flops_by_reg.png
Scale: 3 px per um. Other sequential cells in the stronger grey, the rest of the logic in the fainter grey.
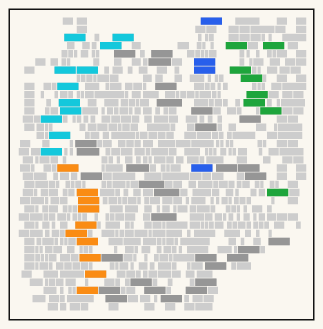
logic_types.png
Scale: 3 px per um.
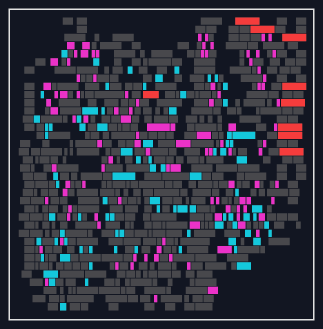
congestion.png
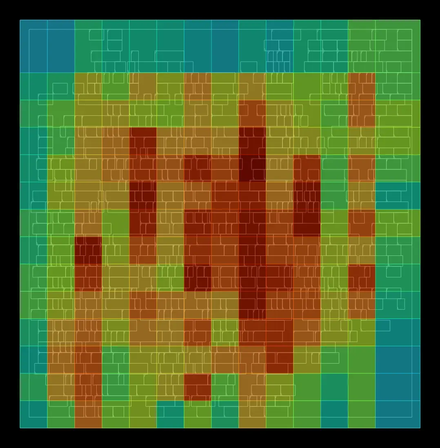
detail.png
Region (38, 18) to (63, 43) um. Cells in grey, sequential cells in the stronger grey; small squares are vias.
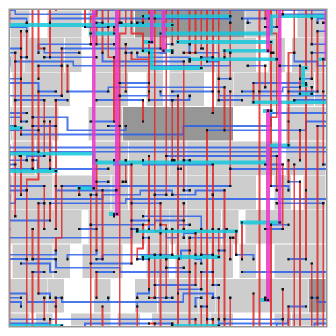
==> src/rtl/adc_readout_sequencer.sv <==
// Streams captured samples from the circular sample RAM to the host transmitter,
// channel-major, one byte per valid/ready handshake, starting at the first pre-trigger sample.
module adc_readout_sequencer #(
    parameter int RAM_WIDTH  = 10,
    parameter int RD_LATENCY = 2
) (
    input  logic                 clk,
    input  logic                 reset,
    input  logic                 start_read,
    input  logic                 data_ready,
    input  logic [RAM_WIDTH-1:0] wraddress_triggerpoint,
    input  logic [RAM_WIDTH-1:0] triggerpoint,
    input  logic [RAM_WIDTH:0]   num_samples,
    input  logic [3:0]           chan_mask,
    output logic                 rden,
    output logic [RAM_WIDTH-1:0] rdaddress,
    input  logic [7:0]           ram_q1,
    input  logic [7:0]           ram_q2,
    input  logic [7:0]           ram_q3,
    input  logic [7:0]           ram_q4,
    output logic [7:0]           tx_data,
    output logic                 tx_valid,
    input  logic                 tx_ready,
    output logic                 busy,
    output logic                 done
);

    localparam int LW = (RD_LATENCY < 2) ? 1 : $clog2(RD_LATENCY);
    localparam logic [LW-1:0]      LAT_LAST = LW'(RD_LATENCY - 1);
    localparam logic [RAM_WIDTH:0] DEPTH    = {1'b1, {RAM_WIDTH{1'b0}}};

    typedef enum logic [2:0] {
        IDLE,
        WAIT_RDY,
        ADDR,
        WAIT_RAM,
        SEND,
        DONE
    } state_t;

    state_t               state, state_next;
    logic [RAM_WIDTH-1:0] start_addr;
    logic [RAM_WIDTH:0]   n_lat;
    logic [3:0]           mask_lat;
    logic [3:0]           left;
    logic [1:0]           ch;
    logic [RAM_WIDTH:0]   k;
    logic [LW-1:0]        lat_cnt;

    logic [RAM_WIDTH:0]   k_inc;
    logic                 last_sample;
    logic                 lat_done;
    logic                 start_ok;
    logic [1:0]           first_ch;
    logic [1:0]           next_ch;
    logic [7:0]           q_sel;

    function automatic logic [1:0] low_bit(input logic [3:0] v);
        logic [1:0] idx;
        idx = '0;
        for (int unsigned i = 4; i > 0; i--) begin
            if (v[i-1]) idx = 2'(i - 1);
        end
        return idx;
    endfunction

    assign k_inc       = k + 1'b1;
    assign last_sample = (k_inc == n_lat);
    assign lat_done    = (lat_cnt == LAT_LAST);
    assign start_ok    = (n_lat != '0) && (mask_lat != '0);
    assign first_ch    = low_bit(mask_lat);
    assign next_ch     = low_bit(left);

    always_comb begin
        q_sel = ram_q1;
        case (ch)
            2'd1:    q_sel = ram_q2;
            2'd2:    q_sel = ram_q3;
            2'd3:    q_sel = ram_q4;
            default: q_sel = ram_q1;
        endcase
    end

    always_comb begin
        state_next = state;
        case (state)
            IDLE:     if (start_read) state_next = WAIT_RDY;
            WAIT_RDY: if (data_ready) state_next = start_ok ? ADDR : DONE;
            ADDR:     state_next = WAIT_RAM;
            WAIT_RAM: if (lat_done) state_next = SEND;
            SEND: begin
                if (tx_ready) begin
                    if (last_sample && left == '0) state_next = DONE;
                    else                           state_next = ADDR;
                end
            end
            DONE:     state_next = IDLE;
            default:  state_next = IDLE;
        endcase
    end

    assign rden     = (state == ADDR);
    assign tx_valid = (state == SEND);
    assign busy     = (state != IDLE) && (state != DONE);
    assign done     = (state == DONE);

    // rdaddress is loaded on entry to ADDR so it is already valid during the rden cycle.
    always_ff @(posedge clk) begin
        if (reset) begin
            state      <= IDLE;
            start_addr <= '0;
            n_lat      <= '0;
            mask_lat   <= '0;
            left       <= '0;
            ch         <= '0;
            k          <= '0;
            lat_cnt    <= '0;
            rdaddress  <= '0;
            tx_data    <= '0;
        end else begin
            state <= state_next;
            case (state)
                IDLE: begin
                    if (start_read) begin
                        start_addr <= wraddress_triggerpoint - triggerpoint;
                        n_lat      <= (num_samples > DEPTH) ? DEPTH : num_samples;
                        mask_lat   <= chan_mask;
                    end
                end
                WAIT_RDY: begin
                    if (data_ready && start_ok) begin
                        ch        <= first_ch;
                        left      <= mask_lat & ~(4'b0001 << first_ch);
                        k         <= '0;
                        rdaddress <= start_addr;
                    end
                end
                ADDR: lat_cnt <= '0;
                WAIT_RAM: begin
                    lat_cnt <= lat_cnt + 1'b1;
                    if (lat_done) tx_data <= q_sel;
                end
                SEND: begin
                    if (tx_ready) begin
                        if (last_sample) begin
                            if (left != '0) begin
                                ch        <= next_ch;
                                left      <= left & ~(4'b0001 << next_ch);
                                k         <= '0;
                                rdaddress <= start_addr;
                            end
                        end else begin
                            k         <= k_inc;
                            rdaddress <= start_addr + k_inc[RAM_WIDTH-1:0];
                        end
                    end
                end
                default: ;
            endcase
        end
    end

endmodule

==> config.mk <==
export PLATFORM = sky130hd
export DESIGN_NAME = adc_readout_sequencer
export DESIGN_NICKNAME = d
export VERILOG_FILES = /design/src/rtl/adc_readout_sequencer.sv
export SDC_FILE = /design/constraint.sdc
export NUM_CORES = 1
export LEC_CHECK = 0
export CORE_AREA = 2 2 99 101
export DETAILED_ROUTE_END_ITERATION = 6
export DIE_AREA = 0 0 101 103
export GPL_TIMING_DRIVEN = 0
export HOLD_SLACK_MARGIN = 0.1
export PLACE_DENSITY = 0.76
export SYNTH_ARGS = -nofsm -noshare
export SYNTH_HDL_FRONTEND = slang
export SYNTH_SLANG_ARGS = --single-unit
==> constraint.sdc <==
create_clock -name clk -period 2.8 [get_ports clk]
set_input_delay 0.7 -clock clk [delete_from_list [all_inputs] [get_ports clk]]
set_output_delay 0.7 -clock clk [all_outputs]
set_load 0.02 [all_outputs]
==> summary.txt <==
The flow run is done. Synthesis produced 529 cells. In this run, the synthesized area fraction spent on AND-OR/OR-AND gates is recorded as 0.220. Per the synth stats, the flop cell with the highest instance count is sky130_fd_sc_hd__dfxtp_1. Counting pins that exceed their max-slew limit in the final report gives 0.

After synthesis the netlist holds a flip-flop and latch count of 64. After floorplanning, the core was divided into 36 placement rows. Per the layout area report, the sequential fraction of cell area is 0.209. Share of async-settable or async-resettable flops after synthesis landed at 0. Summed over all nets, the switching power comes to 822 uW. Pin count of the biggest net entering global routing landed at 11. Switching power as a fraction of the total was reported as 0.325.

In this run the most critical hold path is launched from tx_data[7]. Number of antenna repair diodes landed at 0. In the placement report, post-DP HPWL is listed as 9360 um. Number of top-level pins landed at 94. Number of violations reported at the end of detailed-routing iteration 0 landed at 295.

Counting I/O delays and the setup requirement, the final critical path takes 2.94 ns. Top fanout value on the critical path landed at 10. Register cell area after layout landed at 0.00130 sq mm. Total power per unit cell area landed at 406 mW/mm^2.

Final number of setup-violating endpoints landed at 12. Highest clock rate landed at 0.340 GHz. Final worst-path setup slack landed at -0.138 ns. Number of clock buffers inserted by TritonCTS landed at 9. Summed over all sequential cells, the power is 1020 uW. Cell count after placement landed at 736.

Counting every net in the synthesized netlist gives 622. Looking at the clock tree report, the root buffer type is sky130_fd_sc_hd__clkbuf_8. Clock-cell share of area landed at 0.0275. Layout filler cell count landed at 777. Share of the synthesized area in the top cell type landed at 0.305.

Sorting the synthesized cells by area gives the leading types as sky130_fd_sc_hd__dfxtp_1 30%, sky130_fd_sc_hd__a21oi_1 8.1%, sky130_fd_sc_hd__nand2_1 6.0%. The final layout report lists a non-clock buffer count of 166. Broken down by cell family, the worst path's largest delay share belongs to AND-OR/OR-AND gates. For this run, the share of the core covered by cells in the final layout is 0.659. Register-to-register path setup slack landed at -0.14 ns. Count of buffers from port buffering landed at 93. The flow ran to the end, but the final reports show violations. The largest total area in the synthesized netlist belongs to sky130_fd_sc_hd__dfxtp_1. Chip height landed at 103 um. Total wire length landed at 13900 um.

Wire length per cell after detailed routing landed at 17.4 um. In the layout the commonest cells are 92 x sky130_fd_sc_hd__clkdlybuf4s50_1, 66 x sky130_fd_sc_hd__nand2_1, 57 x sky130_fd_sc_hd__dfxtp_1. Logic area landed at 0.00299 sq mm. Clock latency at the later pin of the worst-skew pair landed at 0.34 ns. Internal power comes to 1710 uW. Post-route DRC violation count landed at 0.

The worst setup path is launched from a flip-flop. Nets still carrying antenna violations after routing amount to 0. Die extent in x landed at 101 um. After clock tree synthesis, the repair step resized 42 gates. According to the timing report, the arrival time at the worst endpoint equals 3.15 ns. Of the total power, combinational logic draws 0.314. Fraction of layout instances using a drive strength above 1 landed at 0.218. Post-synthesis cell type count landed at 59.

Clock sink count landed at 64. In this run the critical register-to-register path is launched from k[0]. The type recorded for the worst min-delay path is flip-flop to flip-flop.

Power share of the sequential group landed at 0.402. TritonCTS built the clock tree. Die outline area landed at 0.0104 sq mm. Final weighted congestion in routability-driven placement landed at 0.932. Counting the warning lines in the Yosys log gives 0.

Sum of buffers and inverters on the critical path landed at 4. Parity-gate share of the synthesized area counting xor and xnor cells landed at 0.0679. The power report lists the combinational group at 794 uW. Detailed routing placed a total of 943 um of wire on met3. Number of enable-type register cells in the synthesized netlist landed at 0. The power report attributes to the clock group a share of 0.284. Flop count landed at 64. Yosys cell count landed at 529. Per the CTS log, the buffer count on the longest clock path is 2.

The critical path goes through ha_4 > buf_4 > xor2_2 > xor2_1 > a311oi_1 > nand3_1 > a2111oi_4 > buf_6 > buf_4 > nor2_2 > buf_6 > a21o_1 > a32o_1. Cts-stage hold buffer count landed at 0. After layout, the setup clock skew is reported as 0.0101 ns.

The initial antenna violation count came to 0. Logged for this run, the post-placement worst setup slack is -0.620 ns. Total congestion overflow after global routing landed at 0. The floorplan step defined a core boundary enclosing 0.00946 sq mm.

The final layout report lists a non-clock inverter count of 25. Per the detail_route report, vias per standard cell equal 5.83. Share of the cycle needed by the critical path after routing landed at 1.05. Final net count landed at 769. The highest supply drop recorded on VDD is 0.000184 V. In the hold report, the worst path ends at tx_data[7]. Count of TritonRoute iterations in the first routing pass landed at 5. Number of H-tree branching levels landed at 3.

Worst-margin pin slew landed at 1.01 ns. The leakage component of the power was reported as 0.00241 uW. The share of the Yosys chip area taken by registers is 0.305. STA lists the endpoint of the worst register-to-register path as k[4]. Clock transition at the registers of the reported paths landed at 0.07 ns. The checks that failed: setup timing. Met2 wire length landed at 6940 um. Critical path data required time landed at 3.01 ns. The slowest stage of the critical path belongs to the cell sky130_fd_sc_hd__dfxtp_4.

The clock network power reported by the tool is 719 uW. Well-tap cell count landed at 114. Ranked by instance count, the synthesized netlist is headed by 68 x sky130_fd_sc_hd__a21oi_1, 67 x sky130_fd_sc_hd__nand2_1, 64 x sky130_fd_sc_hd__dfxtp_1, 36 x sky130_fd_sc_hd__nor2_1, 26 x sky130_fd_sc_hd__o21ai_0.

Total number of multi-input combinational cells landed at 410.
Back to the opening pictures, flops_by_reg.png:
Cyan stands for n_lat, sequential cells 11. Orange stands for start_addr, sequential cells 10. Blue stands for mask_lat, sequential cells 4. Green stands for tx_data, sequential cells 8, where north-east.
Another 31 sequential cells are not coloured.

Back to the opening pictures, logic_types.png:
Cyan stands for NOR gates, cells 84. Red stands for multiplexers, cells 9. Magenta stands for NAND gates, cells 105, where widely spread.
most numerous logic cell after layout: sky130_fd_sc_hd__clkdlybuf4s50_1
non-filler instance count after layout: 794
combinational fraction of the cell area: 0.479

Back to the opening pictures, congestion.png:
M2 GR Usage: 0.473
global-route track usage on met3: 0.0569
overall routing resource usage: 0.259
most heavily used metal layer in global routing: met2

Back to the opening pictures, detail.png:
Red stands for metal 2. Magenta stands for metal 4. Cyan stands for metal 3. Blue stands for metal 1.
Most frequent: xnor2_1 (5), nor2_1 (5). Netlist names of flops here include k (2). 60 logic cells have their middle in the window. Sequential cells in the window: 2.

==> metrics by stage <==
| stage | power, uW | TNS, ns | hold WS [ns] | instance area (sq um) |
|---|---|---|---|---|
| global route | 2650 | -1.90 | 0.481 | 6230 |
| detailed placement | 1680 | -16.25 | 0.447 | 5300 |
| global placement | 1670 | -16.03 | 0.442 | 5300 |
| CTS | 2470 | -0.927 | 0.457 | 5940 |
| finish | 2530 | -0.754 | 0.454 | 6230 |
| floorplan | 1420 | 0 | 0.449 | 4220 |
==> worst max path at each step <==
stage	startpoint	cells past startpoint	slack (ns)	end
3_5_place_dp	k[0]	10	-0.62	rdaddress[1]
6_report	k[0]	13	-0.14	k[4]
4_1_cts	k[1]	14	-0.09	rdaddress[9]
2_1_floorplan	k[0]	10	0.06	k[10]
5_1_grt	k[0]	15	-0.16	rdaddress[9]
3_3_place_gp	k[0]	10	-0.64	rdaddress[7]
==> worst register-to-register path, cell delays in order (launching register included) <==
cell and delay (ns):
sky130_fd_sc_hd__dfxtp_4 0.36, sky130_fd_sc_hd__ha_4 0.17, sky130_fd_sc_hd__buf_4 0.15, sky130_fd_sc_hd__xor2_2 0.25, sky130_fd_sc_hd__xor2_1 0.10, sky130_fd_sc_hd__a311oi_1 0.30, sky130_fd_sc_hd__nand3_1 0.18, sky130_fd_sc_hd__a2111oi_4 0.33
sky130_fd_sc_hd__buf_6 0.18, sky130_fd_sc_hd__buf_4 0.11, sky130_fd_sc_hd__nor2_2 0.04, sky130_fd_sc_hd__buf_6 0.17, sky130_fd_sc_hd__a21o_1 0.20, sky130_fd_sc_hd__a32o_1 0.28
Power figures rest on the tool's default switching activity, not on a simulated workload.
